[config.mk]
export PLATFORM = sky130hd
export DESIGN_NAME = uncached_bridge_flat
export DESIGN_NICKNAME = d
export VERILOG_FILES = /design/src/rtl/uncached_bridge_pkg.sv /design/src/rtl/uncached_bridge_if.sv /design/src/rtl/uncached_bridge_fifo.sv /design/src/rtl/uncached_bridge.sv /design/src/flat_wrapper.sv
export SDC_FILE = /design/constraint.sdc
export NUM_CORES = 1
export LEC_CHECK = 0
export ABC_AREA = 1
export CELL_PAD_IN_SITES_DETAIL_PLACEMENT = 1
export CELL_PAD_IN_SITES_GLOBAL_PLACEMENT = 1
export CORE_MARGIN = 1.5
export CORE_UTILIZATION = 33
export CTS_CLUSTER_SIZE = 40
export DETAILED_ROUTE_END_ITERATION = 10
export PLACE_DENSITY = 0.79
export SLEW_MARGIN = 20
export SYNTH_ARGS = -nofsm -noshare
export SYNTH_HDL_FRONTEND = slang
export SYNTH_SLANG_ARGS = --single-unit
[constraint.sdc]
create_clock -name clk -period 6.9 [get_ports clk]
set_clock_uncertainty 0.2 [all_clocks]
set_input_delay 2.07 -clock clk [delete_from_list [all_inputs] [get_ports clk]]
set_output_delay 2.07 -clock clk [all_outputs]
set_load 0.01 [all_outputs]
[src/rtl/uncached_bridge_pkg.sv]
// uncached_bridge_pkg
// Shared types and constants for the uncached dbus-to-AXI bridge:
//   dbus_req_t / dbus_resp_t : requester-side handshake payloads
//   ub_entry_t               : one buffered request (FIFO entry)
//   ub_state_t               : AXI issue FSM states
//   AXI_BURST_INCR, AXI_LEN_SINGLE : tie-off values for single-beat bursts
package uncached_bridge_pkg;

  localparam logic [1:0] AXI_BURST_INCR = 2'b01;
  localparam logic [7:0] AXI_LEN_SINGLE = 8'd0;

  typedef struct packed {
    logic        req;
    logic        is_write;
    logic [2:0]  size;
    logic [31:0] addr;
    logic [31:0] data;
    logic [3:0]  write_en;
  } dbus_req_t;

  typedef struct packed {
    logic        addr_ok;
    logic        data_ok;
    logic [31:0] data;
  } dbus_resp_t;

  typedef struct packed {
    logic        is_write;
    logic [2:0]  size;
    logic [31:0] addr;
    logic [31:0] data;
    logic [3:0]  write_en;
  } ub_entry_t;

  typedef enum logic [2:0] {
    IDLE,
    AR,
    R,
    W,
    B
  } ub_state_t;

  // Strip the handshake bit off a request to get the part worth storing.
  function automatic ub_entry_t to_entry(input dbus_req_t req);
    ub_entry_t e;
    e.is_write = req.is_write;
    e.size     = req.size;
    e.addr     = req.addr;
    e.data     = req.data;
    e.write_en = req.write_en;
    return e;
  endfunction

endpackage

[src/rtl/uncached_bridge_if.sv]
// uncached_bridge_if
// Bundles the dbus request/response pair and the five single-beat AXI4
// channels that the bridge drives.
//   modport slave  : the bridge's view (responder on dbus, AXI master side)
//   modport master : the environment's view (requester on dbus, AXI slave)
// Only the AXI fields the bridge actually uses are carried; rresp, rlast
// and bresp are not inspected so they are left out.
interface uncached_bridge_if;
  import uncached_bridge_pkg::*;

  dbus_req_t   dreq;
  dbus_resp_t  dresp;

  logic [31:0] araddr;
  logic [2:0]  arsize;
  logic [7:0]  arlen;
  logic [1:0]  arburst;
  logic [3:0]  arid;
  logic        arvalid;
  logic        arready;

  logic [31:0] rdata;
  logic        rvalid;
  logic        rready;

  logic [31:0] awaddr;
  logic [2:0]  awsize;
  logic [7:0]  awlen;
  logic [1:0]  awburst;
  logic [3:0]  awid;
  logic        awvalid;
  logic        awready;

  logic [31:0] wdata;
  logic [3:0]  wstrb;
  logic        wlast;
  logic        wvalid;
  logic        wready;

  logic        bvalid;
  logic        bready;

  modport slave (
    input  dreq,
    output dresp,
    output araddr, arsize, arlen, arburst, arid, arvalid,
    input  arready,
    input  rdata, rvalid,
    output rready,
    output awaddr, awsize, awlen, awburst, awid, awvalid,
    input  awready,
    output wdata, wstrb, wlast, wvalid,
    input  wready,
    input  bvalid,
    output bready
  );

  modport master (
    output dreq,
    input  dresp,
    input  araddr, arsize, arlen, arburst, arid, arvalid,
    output arready,
    output rdata, rvalid,
    input  rready,
    input  awaddr, awsize, awlen, awburst, awid, awvalid,
    output awready,
    input  wdata, wstrb, wlast, wvalid,
    output wready,
    output bvalid,
    input  bready
  );

endinterface

[src/rtl/uncached_bridge_fifo.sv]
// ub_fifo
// Small in-order request FIFO with a combinational head.
//   clk, resetn      : clock, synchronous active-low reset
//   push, push_data  : write one entry (caller guarantees !full)
//   pop              : drop the head entry (caller guarantees !empty)
//   head             : current oldest entry
//   full, empty      : derived from the registered count only
// Storage is plain registers rather than block RAM: the issue FSM needs the
// head in the same cycle it decides what to launch, and DEPTH is tiny.
module ub_fifo #(
  parameter int  DEPTH   = 2,
  parameter type entry_t = logic
) (
  input  logic   clk,
  input  logic   resetn,
  input  logic   push,
  input  entry_t push_data,
  input  logic   pop,
  output entry_t head,
  output logic   full,
  output logic   empty
);

  localparam int PTR_W   = $clog2(DEPTH);
  localparam int COUNT_W = PTR_W + 1;

  entry_t             mem_reg [DEPTH];
  logic [PTR_W-1:0]   wr_ptr_reg;
  logic [PTR_W-1:0]   rd_ptr_reg;
  logic [COUNT_W-1:0] count_reg;

  // Entry storage carries no reset; only the pointers define validity.
  always_ff @(posedge clk) begin
    if (push) begin
      mem_reg[wr_ptr_reg] <= push_data;
    end
  end

  // Pointers are exactly log2(DEPTH) bits, so they wrap on their own.
  always_ff @(posedge clk) begin
    if (!resetn) begin
      wr_ptr_reg <= '0;
      rd_ptr_reg <= '0;
      count_reg  <= '0;
    end else begin
      if (push) begin
        wr_ptr_reg <= wr_ptr_reg + PTR_W'(1);
      end
      if (pop) begin
        rd_ptr_reg <= rd_ptr_reg + PTR_W'(1);
      end
      case ({push, pop})
        2'b10:   count_reg <= count_reg + COUNT_W'(1);
        2'b01:   count_reg <= count_reg - COUNT_W'(1);
        default: count_reg <= count_reg;
      endcase
    end
  end

  assign head  = mem_reg[rd_ptr_reg];
  assign full  = (count_reg == COUNT_W'(DEPTH));
  assign empty = (count_reg == '0);

endmodule

[src/rtl/uncached_bridge.sv]
// uncached_bridge
// Responder end of the dbus handshake for uncached accesses. Each accepted
// request is queued in order and replayed as exactly one single-beat AXI4
// transaction; only one AXI transaction is ever outstanding, which keeps
// MMIO side effects in program order.
//   clk, resetn : clock, synchronous active-low reset
//   bus         : uncached_bridge_if.slave (dbus req/resp + AXI channels)
// Parameter DEPTH: request FIFO entries (power of two, >= 2).
module uncached_bridge
  import uncached_bridge_pkg::*;
#(
  parameter int DEPTH = 2
) (
  input  logic             clk,
  input  logic             resetn,
  uncached_bridge_if.slave bus
);

  ub_entry_t   head;
  logic        fifo_full;
  logic        fifo_empty;
  logic        addr_ok;
  logic        push;
  logic        pop;
  logic        launch_valid;
  logic        launch_write;

  ub_state_t   state_reg,     state_next;
  logic        arvalid_reg,   arvalid_next;
  logic        awvalid_reg,   awvalid_next;
  logic        wvalid_reg,    wvalid_next;
  logic        aw_done_reg,   aw_done_next;
  logic        w_done_reg,    w_done_next;
  logic        data_ok_reg,   data_ok_next;
  logic [31:0] resp_data_reg, resp_data_next;

  logic        aw_hs;
  logic        w_hs;

  // resetn is folded in so nothing is acknowledged while the FIFO is held
  // in reset.
  assign addr_ok = bus.dreq.req && !fifo_full && resetn;
  assign push    = addr_ok;

  ub_fifo #(
    .DEPTH   (DEPTH),
    .entry_t (ub_entry_t)
  ) u_fifo (
    .clk       (clk),
    .resetn    (resetn),
    .push      (push),
    .push_data (to_entry(bus.dreq)),
    .pop       (pop),
    .head      (head),
    .full      (fifo_full),
    .empty     (fifo_empty)
  );

  // An entry pushed into an empty FIFO is the head next cycle anyway, so
  // IDLE launches it straight away instead of waiting for the count.
  assign launch_valid = !fifo_empty || push;
  assign launch_write = fifo_empty ? bus.dreq.is_write : head.is_write;

  assign aw_hs = awvalid_reg && bus.awready;
  assign w_hs  = wvalid_reg && bus.wready;

  always_ff @(posedge clk) begin
    if (!resetn) begin
      state_reg     <= IDLE;
      arvalid_reg   <= 1'b0;
      awvalid_reg   <= 1'b0;
      wvalid_reg    <= 1'b0;
      aw_done_reg   <= 1'b0;
      w_done_reg    <= 1'b0;
      data_ok_reg   <= 1'b0;
      resp_data_reg <= '0;
    end else begin
      state_reg     <= state_next;
      arvalid_reg   <= arvalid_next;
      awvalid_reg   <= awvalid_next;
      wvalid_reg    <= wvalid_next;
      aw_done_reg   <= aw_done_next;
      w_done_reg    <= w_done_next;
      data_ok_reg   <= data_ok_next;
      resp_data_reg <= resp_data_next;
    end
  end

  always_comb begin
    state_next     = state_reg;
    arvalid_next   = arvalid_reg;
    awvalid_next   = awvalid_reg;
    wvalid_next    = wvalid_reg;
    aw_done_next   = aw_done_reg;
    w_done_next    = w_done_reg;
    data_ok_next   = 1'b0;
    resp_data_next = resp_data_reg;
    pop            = 1'b0;

    case (state_reg)
      IDLE: begin
        if (launch_valid) begin
          if (launch_write) begin
            state_next   = W;
            awvalid_next = 1'b1;
            wvalid_next  = 1'b1;
            aw_done_next = 1'b0;
            w_done_next  = 1'b0;
          end else begin
            state_next   = AR;
            arvalid_next = 1'b1;
          end
        end
      end

      AR: begin
        if (arvalid_reg && bus.arready) begin
          arvalid_next = 1'b0;
          state_next   = R;
        end
      end

      R: begin
        if (bus.rvalid) begin
          pop            = 1'b1;
          data_ok_next   = 1'b1;
          resp_data_next = bus.rdata;
          state_next     = IDLE;
        end
      end

      W: begin
        // AW and W complete independently; the done flags remember which
        // one has already gone, and both may land in the same cycle.
        if (aw_hs) begin
          awvalid_next = 1'b0;
        end
        if (w_hs) begin
          wvalid_next = 1'b0;
        end
        aw_done_next = aw_done_reg || aw_hs;
        w_done_next  = w_done_reg || w_hs;
        if (aw_done_next && w_done_next) begin
          state_next = B;
        end
      end

      B: begin
        if (bus.bvalid) begin
          pop            = 1'b1;
          data_ok_next   = 1'b1;
          resp_data_next = '0;
          state_next     = IDLE;
        end
      end

      default: begin
        state_next = IDLE;
      end
    endcase
  end

  assign bus.dresp = '{addr_ok: addr_ok, data_ok: data_ok_reg, data: resp_data_reg};

  // The head cannot change while a transaction is in flight (pop only
  // happens on completion), so channel payloads come straight from it.
  assign bus.araddr  = head.addr;
  assign bus.arsize  = head.size;
  assign bus.arlen   = AXI_LEN_SINGLE;
  assign bus.arburst = AXI_BURST_INCR;
  assign bus.arid    = '0;
  assign bus.arvalid = arvalid_reg;

  assign bus.rready  = (state_reg == R);

  assign bus.awaddr  = head.addr;
  assign bus.awsize  = head.size;
  assign bus.awlen   = AXI_LEN_SINGLE;
  assign bus.awburst = AXI_BURST_INCR;
  assign bus.awid    = '0;
  assign bus.awvalid = awvalid_reg;

  assign bus.wdata   = head.data;
  assign bus.wstrb   = head.write_en;
  assign bus.wlast   = 1'b1;
  assign bus.wvalid  = wvalid_reg;

  assign bus.bready  = (state_reg == B);

endmodule
[src/flat_wrapper.sv]
// flat-port wrapper written by rule: the top's interface ports become plain ports
module uncached_bridge_flat import uncached_bridge_pkg::*;
#(
  parameter int DEPTH = 2
)
  (clk, resetn, bus_dreq, bus_dresp, bus_araddr, bus_arsize, bus_arlen, bus_arburst, bus_arid, bus_arvalid, bus_arready, bus_rdata, bus_rvalid, bus_rready, bus_awaddr, bus_awsize, bus_awlen, bus_awburst, bus_awid, bus_awvalid, bus_awready, bus_wdata, bus_wstrb, bus_wlast, bus_wvalid, bus_wready, bus_bvalid, bus_bready);
  uncached_bridge_if bus_i ();
  input  logic clk;
  input  logic resetn;
  input wire logic [$bits(bus_i.dreq)-1:0] bus_dreq;
  output wire logic [$bits(bus_i.dresp)-1:0] bus_dresp;
  output wire logic [$bits(bus_i.araddr)-1:0] bus_araddr;
  output wire logic [$bits(bus_i.arsize)-1:0] bus_arsize;
  output wire logic [$bits(bus_i.arlen)-1:0] bus_arlen;
  output wire logic [$bits(bus_i.arburst)-1:0] bus_arburst;
  output wire logic [$bits(bus_i.arid)-1:0] bus_arid;
  output wire logic [$bits(bus_i.arvalid)-1:0] bus_arvalid;
  input wire logic [$bits(bus_i.arready)-1:0] bus_arready;
  input wire logic [$bits(bus_i.rdata)-1:0] bus_rdata;
  input wire logic [$bits(bus_i.rvalid)-1:0] bus_rvalid;
  output wire logic [$bits(bus_i.rready)-1:0] bus_rready;
  output wire logic [$bits(bus_i.awaddr)-1:0] bus_awaddr;
  output wire logic [$bits(bus_i.awsize)-1:0] bus_awsize;
  output wire logic [$bits(bus_i.awlen)-1:0] bus_awlen;
  output wire logic [$bits(bus_i.awburst)-1:0] bus_awburst;
  output wire logic [$bits(bus_i.awid)-1:0] bus_awid;
  output wire logic [$bits(bus_i.awvalid)-1:0] bus_awvalid;
  input wire logic [$bits(bus_i.awready)-1:0] bus_awready;
  output wire logic [$bits(bus_i.wdata)-1:0] bus_wdata;
  output wire logic [$bits(bus_i.wstrb)-1:0] bus_wstrb;
  output wire logic [$bits(bus_i.wlast)-1:0] bus_wlast;
  output wire logic [$bits(bus_i.wvalid)-1:0] bus_wvalid;
  input wire logic [$bits(bus_i.wready)-1:0] bus_wready;
  input wire logic [$bits(bus_i.bvalid)-1:0] bus_bvalid;
  output wire logic [$bits(bus_i.bready)-1:0] bus_bready;
  assign bus_i.dreq = bus_dreq;
  assign bus_dresp = bus_i.dresp;
  assign bus_araddr = bus_i.araddr;
  assign bus_arsize = bus_i.arsize;
  assign bus_arlen = bus_i.arlen;
  assign bus_arburst = bus_i.arburst;
  assign bus_arid = bus_i.arid;
  assign bus_arvalid = bus_i.arvalid;
  assign bus_i.arready = bus_arready;
  assign bus_i.rdata = bus_rdata;
  assign bus_i.rvalid = bus_rvalid;
  assign bus_rready = bus_i.rready;
  assign bus_awaddr = bus_i.awaddr;
  assign bus_awsize = bus_i.awsize;
  assign bus_awlen = bus_i.awlen;
  assign bus_awburst = bus_i.awburst;
  assign bus_awid = bus_i.awid;
  assign bus_awvalid = bus_i.awvalid;
  assign bus_i.awready = bus_awready;
  assign bus_wdata = bus_i.wdata;
  assign bus_wstrb = bus_i.wstrb;
  assign bus_wlast = bus_i.wlast;
  assign bus_wvalid = bus_i.wvalid;
  assign bus_i.wready = bus_wready;
  assign bus_i.bvalid = bus_bvalid;
  assign bus_bready = bus_i.bready;
  uncached_bridge #(.DEPTH(DEPTH)) u_core (.clk(clk), .resetn(resetn), .bus(bus_i));
endmodule
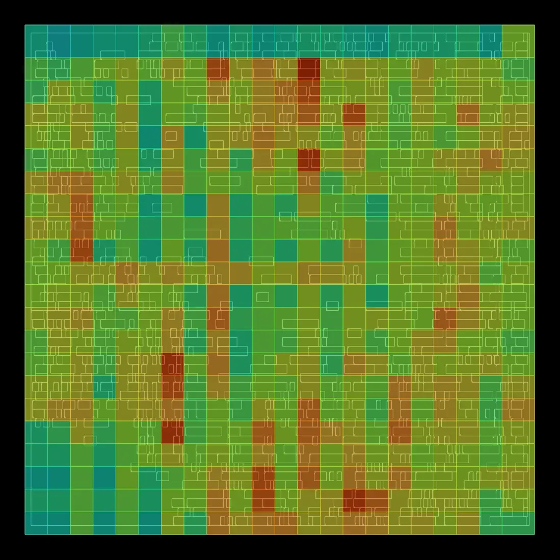
congestion.png
met3 GRT Util: 5.10%
routed len/inst: 16.3 um

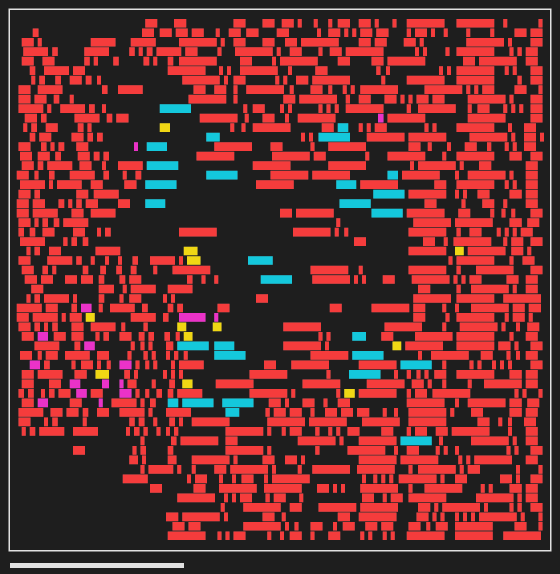
sizes.png
Bar = 50 um.
| colour | size | cells | share |
|---|---|---|---|
| cyan | _6 and larger | 28 | 3.0% |
| yellow | _3 and _4 cells | 12 | 1.3% |
| magenta | _2 cells | 16 | 1.7% |
| red | _0 and _1 cells | 863 | 94% |
post-route cell area: 10,600 um2
final worst-path setup slack: 1.17 ns
nonclk buf count: 262
synth-to-layout area growth: 40.1%

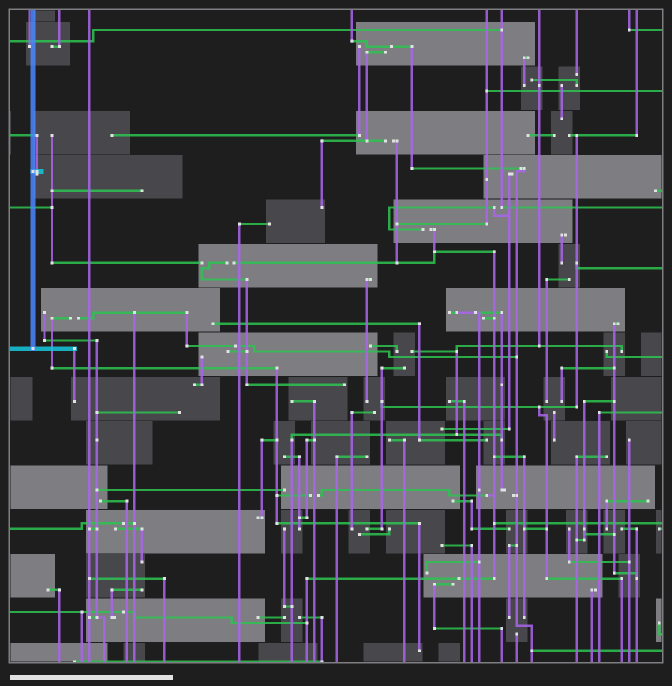
detail.png
Bar = 10 um. Window x 57 to 97, y 26 to 66 um. Cells in grey, sequential cells in the stronger grey; small squares are vias.
| colour | layer |
|---|---|
| purple | metal 2 |
| green | metal 1 |
| blue | metal 4 |
| cyan | metal 3 |
sequential cells in the window: 14
netlist names of flops here include: u_core.u_fifo.mem_reg (14)
cells with their middle in the window: 47
most frequent: nand2_1 (18), edfxtp_1 (14), clkdlybuf4s50_1 (10)

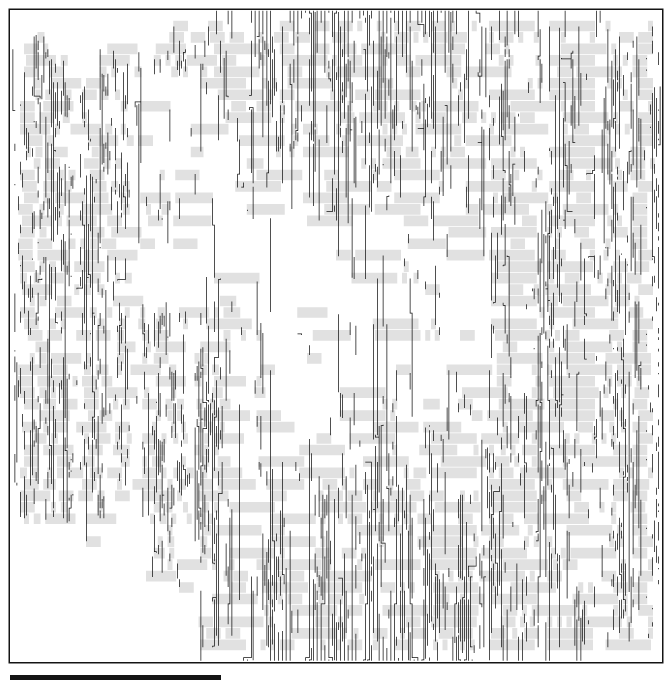
layer_met2.png
Bar = 50 um.
main direction: vertical
nets with wire on the layer: 902
share of all routed wire: 51%
longest straight run: 68.8 um
Routed WL: 19.7 mm
via count: 5,475
met2 Usage GRT: 29.0%

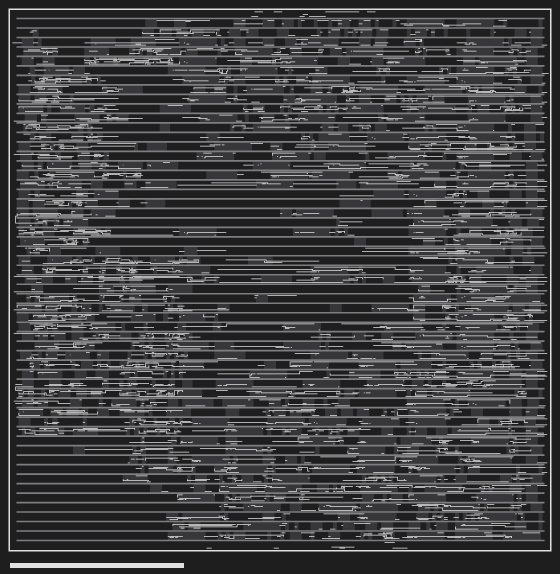
layer_met1.png
Bar = 50 um. Supply wires on this layer in grey.
wire length on this layer: 8,000 um
share of all routed wire: 41%
met1 Resource Use GR: 19.5%

[cell families after synthesis]
logic type                 Yosys count
and+or+nand+nor                    303
DFF                                190
buffers and inverters              114
AOI/OAI and AO/OA                   82
other                                2
adders and majority gates            1
[path summary, 6_finish.rpt]
path | start | to | slack [ns] | cells after the start
worst min register to register | u_core.u_fifo.rd_ptr_reg | flop | 0.27 | 1
worst max register to register | u_core.u_fifo.count_reg[0] | u_core.u_fifo.mem_reg[0][59] | 4.37 | 5
worst max-delay path | resetn | bus_dresp[33] | 1.17 | 4
worst min-delay path | u_core.u_fifo.rd_ptr_reg | flop | 0.27 | 1
[power breakdown]
part | switching (mW) | total (mW) | internal [mW]
clock network | 0.479 | 0.967 | 0.488
logic | 0.465 | 0.910 | 0.445
registers | 0.0483 | 1.38 | 1.33
total | 0.993 | 3.26 | 2.27
[critical path, cell delays in order]
cell,delay (ns)
clkdlybuf4s50_1,0.49
nand2_1,0.08
a21oi_1,0.20
clkdlybuf4s50_1,0.61
[cell type report]
type                       instances  area, um2
antenna                            1       2.50
clock buffer                      17        425
clock inverter                    15        164
fill                            2472      12000
inverter                          20       75.1
multi-input combinational        415       1760
sequential                       190       5250
tap                              285        357
timing repair buffer             262       2620
[layer usage]
layer | routed length, um | GRT usage (%) | part of all wire [%] | vias up
met2 | 9980 | 29.0 | 51 | 200
met5 | 0 | 0 | 0 | -
li1 | - | - | - | 2631
met4 | 238 | 4.67 | 1.2 | 0
met1 | 8000 | 19.5 | 41 | 2626
met3 | 1460 | 5.10 | 7.4 | 18
[placed cells by master, fill, tap and decap left out, drive strengths merged]
master         netlist  routed
a21oi               44      44
edfxtp             144     144
dfxtp               46      46
nand2              240     240
clkinvlp             0       1
diode                0       1
nor3b                2       2
nand3                8       8
conb                 2      29
nand3b               1       1
ha                   1       1
nor3                 4       4
nor2                47      47
clkbuf              20      17
inv                 20      27
nand4                1       1
clkinv               0       7
clkdlybuf4s50        0     256
o21ai               38      38
buf                 74       6
==> GITHUB_STEP_SUMMARY <==
## PnR job results

| Metric | Value |
|---|---|
| Worst setup SP type | `primary input` |
| Fin util | `between 40 and 50%` |
| #FFs+latches synth | `190` |
| Gr usage total | `between 10% and 20%` |
| Slew Limit Fails | `0` |
| Worst min path class | `flop to flop` |
| Total gr overflow | `0` |
| TritonCTS clock tree | `done` |
| Yosys top cell by instances | `nand2_1` |
| # Cells Yosys | `between 600 and 700` |
| CP required | `4.63 ns` |
| Initial antenna violation count | `1` |
| Yosys top cell area share | `about 57%` |
| Area fraction in xor and xnor cells | `0%` |
| Hold buffers post-CTS | `0` |
| DR iter-0 viols | `approximately 180` |
| Slew HR | `33.0%` |
| Worst setup path class | `primary input to output pin` |
| Final #Nets | `1,019` |
| Final setup vio count | `0` |
| Placed inst area | `between 10,000 and 15,000 um2` |
| Die Wd | `155 um` |
| Post-CTS sizing | `0` |
| Log Warnings | `26` |
| Top cells by count | `nand2_1, edfxtp_1, buf_4` |
| Mux frac, synth | `0%` |
| Maximum VDD drop | `approximately 0.15 mV` |
| Global-route wire length before repair | `a little over 30 mm` |
| Ys flop type | `edfxtp_1` |
| Post-synth EDFFs | `between 100 and 150` |
| Placer congestion estimate | `~0.73` |
| Post-CTS setup buffer count | `0` |
| Post-route ant nets | `0` |
| YS warnings | `0` |
| Cell count after synthesis | `between 600 and 700` |
| Hold slack | `0.269 ns` |
| Post-route DRC | `0` |
| Die area | `23,900 um2` |
| Logic family by area | `simple AND/OR/NAND/NOR gates` |
| Fp_density | `between 30% and 40%` |
| Worst slack at placement | `~1.2 ns` |
| Seq/Total Area, Yosys | `69.0%` |
| Fin crit share | `between 80 and 90%` |
| Dpl hpwl | `roughly 14 mm` |
| Status | `finished, final reports clean` |
| Root Driver | `clkbuf_16` |
| CTS HTree Levels | `4` |
| Ao+oa area frac | `around 5.7%` |
| Clock Tree Buf Depth | `2` |
| Syn avg cell area | `between 10 and 15 um2` |
| PortBufs | `about 260` |
| Chip area line of the yosys report | `about 7600 um2` |
| Placed Cells incl. Taps | `~1,200` |
| Total chip power | `about 3.3 mW` |
| Worst-path maximum fanout | `3` |
| Yosys adder share | `0.165%` |
| I/O pin cnt | `between 200 and 300` |
| Distinct cells, synth | `26` |
| Final tally of hold violations | `0` |
| Critical path arrival | `approximately 3.5 ns` |
| Setup tns final | `0 ns` |
| Final Instance Count excl. Fillers | `roughly 1,200` |
| Pwr Density | `approximately 310 nW/um2` |
| Synth top area cells | `edfxtp_1, dfxtp_1, nand2_1` |
| Clock tree sinks | `approximately 190` |
| Crit path time final | `roughly 5.7 ns` |
| Ys async rst share | `0%` |
| Die Ht | `around 150 um` |
| Mapped Area | `approximately 7600 um2` |
| Via-to-Cell Ratio | `roughly 4.5` |
| Core ar. | `roughly 23,000 um2` |
| Layout cell share with drive strength beyond 1 | `under 10%` |
| First-pass DRT Iterations | `4` |
| Num CTS Buffers | `17` |
| CP Capture Type | `output pin` |
| Simple-Gate Area Share | `15.6%` |
| RSZ-0062 raised after global routing | `false` |
| Vias in the first global route | `between 5,000 and 6,000` |
| Tightest Pin Transition | `1.00 ns` |
| Largest net degree at the start of global routing | `around 73` |
| Clk Latency, worst-skew pair | `between 0.4 and 0.5 ns` |
| F_max | `roughly 170 MHz` |
| Cell taking the most area after synthesis | `edfxtp_1` |
| Leak pwr | `around 4.1 nW` |
Power figures rest on the tool's default switching activity, not on a simulated workload.
